File: src/rtl/tdm_pkg.sv
// Shared types and constants for the tdm_demux8 receive path.
package tdm_pkg;

    typedef enum logic {
        HUNT   = 1'b0,
        LOCKED = 1'b1
    } state_t;

    localparam int NCH_DEF   = 8;
    localparam int ERR_CNT_W = 8;

endpackage

File: src/rtl/tdm_demux8_if.sv
// Serial-in / parallel-out bundle for the TDM demux.
// err_cnt exists only when TDM_ERR_CNT_EN is defined.
interface tdm_demux8_if import tdm_pkg::*; #(parameter int NCH = NCH_DEF) ();

    logic           in_valid;
    logic           din;
    logic           fsync;
    logic [NCH-1:0] dout;
    logic           dout_valid;
    logic           locked;
    logic           sync_err;
`ifdef TDM_ERR_CNT_EN
    logic [ERR_CNT_W-1:0] err_cnt;
`endif

    modport master (
        output in_valid, din, fsync,
`ifdef TDM_ERR_CNT_EN
        input  err_cnt,
`endif
        input  dout, dout_valid, locked, sync_err
    );

    modport slave (
        input  in_valid, din, fsync,
`ifdef TDM_ERR_CNT_EN
        output err_cnt,
`endif
        output dout, dout_valid, locked, sync_err
    );

endinterface

File: src/rtl/tdm_slot_ctr.sv
// Slot index counter: clear/wrap to 0, load to 1 on frame start, or step by one.
module tdm_slot_ctr #(parameter int SEL_W = 3) (
    input  logic             clk,
    input  logic             rst,
    input  logic             clear,
    input  logic             load_one,
    input  logic             wrap,
    input  logic             incr,
    output logic [SEL_W-1:0] slot_cnt,
    output logic             last_slot
);

    always_ff @(posedge clk) begin
        if (rst || clear || wrap) begin
            slot_cnt <= '0;
        end else if (load_one) begin
            slot_cnt <= SEL_W'(1);
        end else if (incr) begin
            slot_cnt <= slot_cnt + SEL_W'(1);
        end
    end

    assign last_slot = (slot_cnt == {SEL_W{1'b1}});

endmodule

File: src/rtl/tdm_demux8.sv
// TDM receive demux: aligns on fsync, assembles NCH slots into a parallel word.
// Optional saturating violation counter under TDM_ERR_CNT_EN.
//
// state  | meaning
// HUNT   | not aligned; bits discarded until fsync seen
// LOCKED | aligned; slot_cnt tracks position within the frame
module tdm_demux8 import tdm_pkg::*; #(parameter int NCH = NCH_DEF) (
    input  logic         clk,
    input  logic         rst,
    tdm_demux8_if.slave  bus
);

    localparam int SEL_W = $clog2(NCH);

    state_t           state, state_nx;
    logic [NCH-2:0]   frame_buf, frame_buf_nx;
    logic [NCH-1:0]   dout_q, dout_nx;
    logic             dout_valid_q, dout_valid_nx;
    logic             sync_err_q, sync_err_nx;
    logic [SEL_W-1:0] slot_cnt;
    logic             last_slot;
    logic             ctr_load_one, ctr_wrap, ctr_incr;

    tdm_slot_ctr #(.SEL_W(SEL_W)) u_slot_ctr (
        .clk       (clk),
        .rst       (rst),
        .clear     (1'b0),
        .load_one  (ctr_load_one),
        .wrap      (ctr_wrap),
        .incr      (ctr_incr),
        .slot_cnt  (slot_cnt),
        .last_slot (last_slot)
    );

    always_ff @(posedge clk) begin
        if (rst) begin
            state        <= HUNT;
            frame_buf    <= '0;
            dout_q       <= '0;
            dout_valid_q <= 1'b0;
            sync_err_q   <= 1'b0;
        end else begin
            state        <= state_nx;
            frame_buf    <= frame_buf_nx;
            dout_q       <= dout_nx;
            dout_valid_q <= dout_valid_nx;
            sync_err_q   <= sync_err_nx;
        end
    end

    always_comb begin
        state_nx      = state;
        frame_buf_nx  = frame_buf;
        dout_nx       = dout_q;
        dout_valid_nx = 1'b0;
        sync_err_nx   = 1'b0;
        ctr_load_one  = 1'b0;
        ctr_wrap      = 1'b0;
        ctr_incr      = 1'b0;
        if (bus.in_valid) begin
            unique case (state)
                HUNT: begin
                    if (bus.fsync) begin
                        frame_buf_nx    = '0;
                        frame_buf_nx[0] = bus.din;
                        ctr_load_one    = 1'b1;
                        state_nx        = LOCKED;
                    end
                end
                LOCKED: begin
                    if (bus.fsync) begin
                        // early sync restarts the frame on this bit
                        sync_err_nx     = (slot_cnt != '0);
                        frame_buf_nx    = '0;
                        frame_buf_nx[0] = bus.din;
                        ctr_load_one    = 1'b1;
                    end else if (slot_cnt == '0) begin
                        sync_err_nx = 1'b1;
                        state_nx    = HUNT;
                    end else if (last_slot) begin
                        dout_nx       = {bus.din, frame_buf};
                        dout_valid_nx = 1'b1;
                        ctr_wrap      = 1'b1;
                    end else begin
                        frame_buf_nx[slot_cnt] = bus.din;
                        ctr_incr               = 1'b1;
                    end
                end
                default: state_nx = HUNT;
            endcase
        end
    end

    assign bus.dout       = dout_q;
    assign bus.dout_valid = dout_valid_q;
    assign bus.sync_err   = sync_err_q;
    assign bus.locked     = (state == LOCKED);

`ifdef TDM_ERR_CNT_EN
    logic [ERR_CNT_W-1:0] err_cnt_q;

    always_ff @(posedge clk) begin
        if (rst) begin
            err_cnt_q <= '0;
        end else if (sync_err_nx && (err_cnt_q != {ERR_CNT_W{1'b1}})) begin
            err_cnt_q <= err_cnt_q + ERR_CNT_W'(1);
        end
    end

    assign bus.err_cnt = err_cnt_q;
`endif

endmodule
File: src/flat_wrapper.sv
// flat-port wrapper written by rule: the top's interface ports become plain ports
module tdm_demux8_flat import tdm_pkg::*;
#(parameter int NCH = NCH_DEF)
  (clk, rst, bus_in_valid, bus_din, bus_fsync, bus_dout, bus_dout_valid, bus_locked, bus_sync_err);
  tdm_demux8_if #(.NCH(NCH)) bus_i ();
  input  logic clk;
  input  logic rst;
  input wire logic [$bits(bus_i.in_valid)-1:0] bus_in_valid;
  input wire logic [$bits(bus_i.din)-1:0] bus_din;
  input wire logic [$bits(bus_i.fsync)-1:0] bus_fsync;
  output wire logic [$bits(bus_i.dout)-1:0] bus_dout;
  output wire logic [$bits(bus_i.dout_valid)-1:0] bus_dout_valid;
  output wire logic [$bits(bus_i.locked)-1:0] bus_locked;
  output wire logic [$bits(bus_i.sync_err)-1:0] bus_sync_err;
  assign bus_i.in_valid = bus_in_valid;
  assign bus_i.din = bus_din;
  assign bus_i.fsync = bus_fsync;
  assign bus_dout = bus_i.dout;
  assign bus_dout_valid = bus_i.dout_valid;
  assign bus_locked = bus_i.locked;
  assign bus_sync_err = bus_i.sync_err;
  tdm_demux8 #(.NCH(NCH)) u_core (.clk(clk), .rst(rst), .bus(bus_i));
endmodule
File: config.mk
export PLATFORM = sky130hd
export DESIGN_NAME = tdm_demux8_flat
export DESIGN_NICKNAME = d
export VERILOG_FILES = /design/src/rtl/tdm_pkg.sv /design/src/rtl/tdm_demux8_if.sv /design/src/rtl/tdm_slot_ctr.sv /design/src/rtl/tdm_demux8.sv /design/src/flat_wrapper.sv
export SDC_FILE = /design/constraint.sdc
export NUM_CORES = 1
export LEC_CHECK = 0
export ABC_CLOCK_PERIOD_IN_PS = 2200
export CAP_MARGIN = 15
export CELL_PAD_IN_SITES_DETAIL_PLACEMENT = 0
export CELL_PAD_IN_SITES_GLOBAL_PLACEMENT = 2
export CORE_ASPECT_RATIO = 0.9
export CORE_MARGIN = 3
export CORE_UTILIZATION = 32
export DETAILED_ROUTE_END_ITERATION = 8
export PLACE_DENSITY = 0.74
export SYNTH_ARGS = -nofsm -noshare
export SYNTH_HDL_FRONTEND = slang
export SYNTH_SLANG_ARGS = --single-unit
File: constraint.sdc
create_clock -name clk -period 2.2 [get_ports clk]
set_clock_uncertainty 0.1 [all_clocks]
set_input_delay 0.44 -clock clk [delete_from_list [all_inputs] [get_ports clk]]
set_output_delay 0.44 -clock clk [all_outputs]
set_load 0.02 [all_outputs]
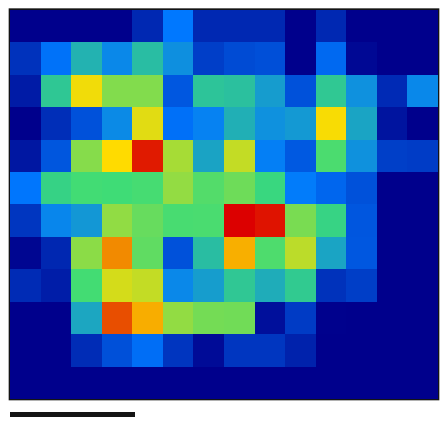
Figure 1: run 1, wire density map.
Bar = 20 um. The die is cut into 14 by 12 equal tiles; dark blue is low, red is high, scaled to the fullest tile. Values are wire area over tile area, all layers added.
emptiest ninth of the die: bottom right
densest ninth of the die: middle
nearly empty tiles: 29%
fullest tile: 0.34
tiles over half the peak: 23%

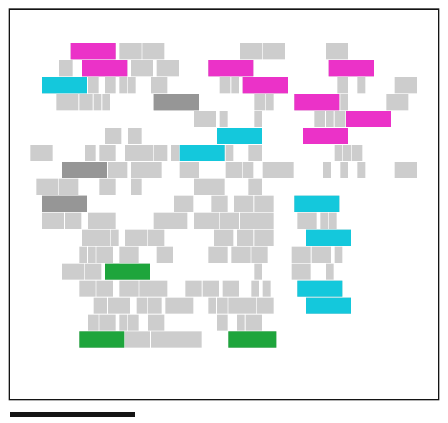
Figure 2: run 1, sequential cells grouped by signal name.
Bar = 20 um. Other sequential cells in the stronger gray, the rest of the logic in the fainter gray.
legend:
  u_core.frame_buf:
    color: cyan
    flops: 7
  u_core.u_slot_ctr.slot_cnt:
    color: green
    flops: 3
  u_core.bus.dout:
    color: magenta
    flops: 8

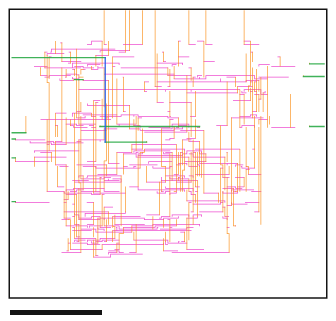
Figure 3: run 1, metal layers overlaid.
Bar = 20 um.
legend:
  met4:
    color: blue
    wire_length: 18.4 um
  met3:
    color: green
    wire_length: 68.5 um
  met1:
    color: magenta
    wire_length: 1190 um
  met2:
    color: orange
    wire_length: 1160 um
via count: 978
gr usage total: 12.9%

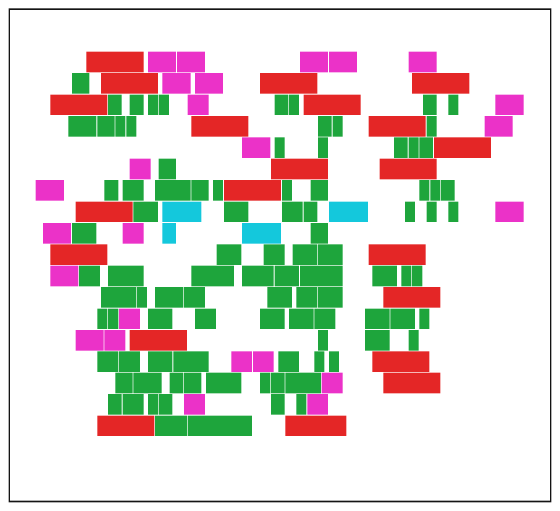
Figure 4: run 1, cell classes on the final placement.
legend:
  flops:
    color: red
    cells: 21
    share_of_their_area: 31%
  clock drivers and dummy loads:
    color: cyan
    cells: 4
    share_of_their_area: 3.4%
  all other logic:
    color: green
    cells: 97
    share_of_their_area: 49%
  other buffers and delay cells:
    color: magenta
    cells: 25
    share_of_their_area: 17%
sequential share of cell area: 30.0%
FP Rows: 19
design area: 0.00141 mm^2

==> results.yml, run 1 <==
# physical design summary
status:
  outcome: "finished, final reports clean"
placement:
  numPortBuffers: 15
  post-place-cells: 185
  dp_hpwl_um: 1830
clocking:
  ctsHoldBuffers: 0
  post_cts_buffers: 0
  clk_latency_ns: 0.26
  cts_resized: 0
  cts.sinks: 21
  cts_tree: "built"
setup_path:
  cp_top_family: "buffers and inverters"
  crit_buf_inv: 1
  end_kind: "output port"
  critPathMaxFanout: 13
  required_ns: 1.66
  reg2reg_slack_ns: 0.21
cells_and_area:
  signal_buffers: 25
  nets: 158
  nMultiInputCombCells: 88
  mostFrequentLayoutCell: "nand2_1"
  ff_count: 21
  largest_class: "multi-input combinational cells"
  inverters: 9
synthesis:
  netlist_area_mm2: 0.00113
  synth-seq-cells: 21
  ys_sh_xor_pct: 0
  ys_sh_simple_pct: 24.6
  async_flop_share_pct: 0
power:
  irDropWorstVdd_mv: 0.410
  intPower_uw: 558
  power_leakage_nw: 0.493
global_routing:
  grt_pass1_vias: 930
  grt_first_pass_wirelength_um: 4330
sta:
  report.final.slew_viol_count: 0
  hold_viol: 0
  holdWs_ns: 0.352
route:
  drt_iter0_drc: 18
min_path:
  hold_end: "u_core.bus.dout[3]"
==> run 2: changes to the inputs <==
--- a/config.mk
+++ b/config.mk
@@ -13,6 +13,7 @@
 export CORE_MARGIN = 3
 export CORE_UTILIZATION = 32
 export DETAILED_ROUTE_END_ITERATION = 8
+export MAX_ROUTING_LAYER = met4
 export PLACE_DENSITY = 0.74
 export SYNTH_ARGS = -nofsm -noshare
 export SYNTH_HDL_FRONTEND = slang
==> results.yml, run 2 <==
# physical design summary
status:
  outcome: "finished, final reports clean"
route:
  drt_iter0_drc: 18
  vias: 978
  routedWlPerCell_um: 12.9
placement:
  post-place-cells: 185
  dp_hpwl_um: 1830
  numPortBuffers: 15
synthesis:
  top_area_cell: "dfxtp_1"
  netlist_area_mm2: 0.00113
  ys_sh_xor_pct: 0
  ys_sh_simple_pct: 24.6
  mux_share_pct: 3.88
  async_flop_share_pct: 0
  synth-seq-cells: 21
power:
  power_leakage_nw: 0.493
  irDropWorstVdd_mv: 0.410
  intPower_uw: 558
clocking:
  cts_tree: "built"
  post_cts_buffers: 0
  cts.sinks: 21
  ctsHoldBuffers: 0
  cts_resized: 0
cells_and_area:
  nMultiInputCombCells: 88
  largest_class: "multi-input combinational cells"
  fin_area_mm2: 0.00141
  nets: 158
  inverters: 9
  signal_buffers: 25
  ff_count: 21
  mostFrequentLayoutCell: "nand2_1"
setup_path:
  end_kind: "output port"
  crit_buf_inv: 1
  reg2reg_slack_ns: 0.21
  cp_top_family: "buffers and inverters"
  critPathMaxFanout: 13
die:
  row_count: 19
min_path:
  hold_end: "u_core.bus.dout[3]"
global_routing:
  grtUsageTotal_pct: 13.2
  grt_pass1_vias: 930
  grt_first_pass_wirelength_um: 4330
sta:
  report.final.slew_viol_count: 0
  hold_viol: 0
  holdWs_ns: 0.352
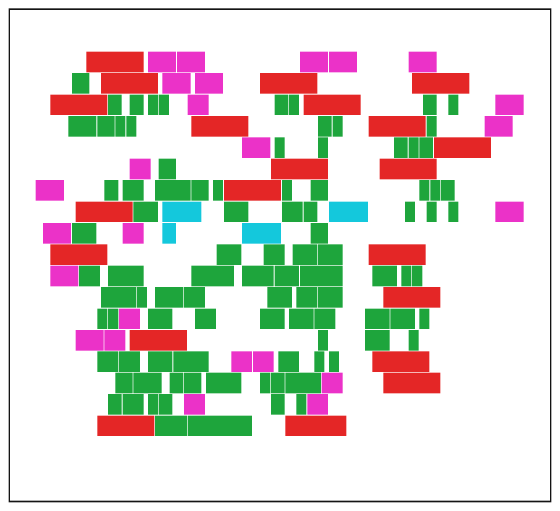
Figure 5: run 2, cell classes on the final placement.
legend:
  flops:
    color: red
    cells: 21
    share_of_their_area: 31%
  clock drivers and dummy loads:
    color: cyan
    cells: 4
    share_of_their_area: 3.4%
  other buffers and delay cells:
    color: magenta
    cells: 25
    share_of_their_area: 17%
  all other logic:
    color: green
    cells: 97
    share_of_their_area: 49%
final core utilization: 43.8%
Core Footprint: 0.00321 mm^2

Power is estimated from default activity; no workload was simulated.
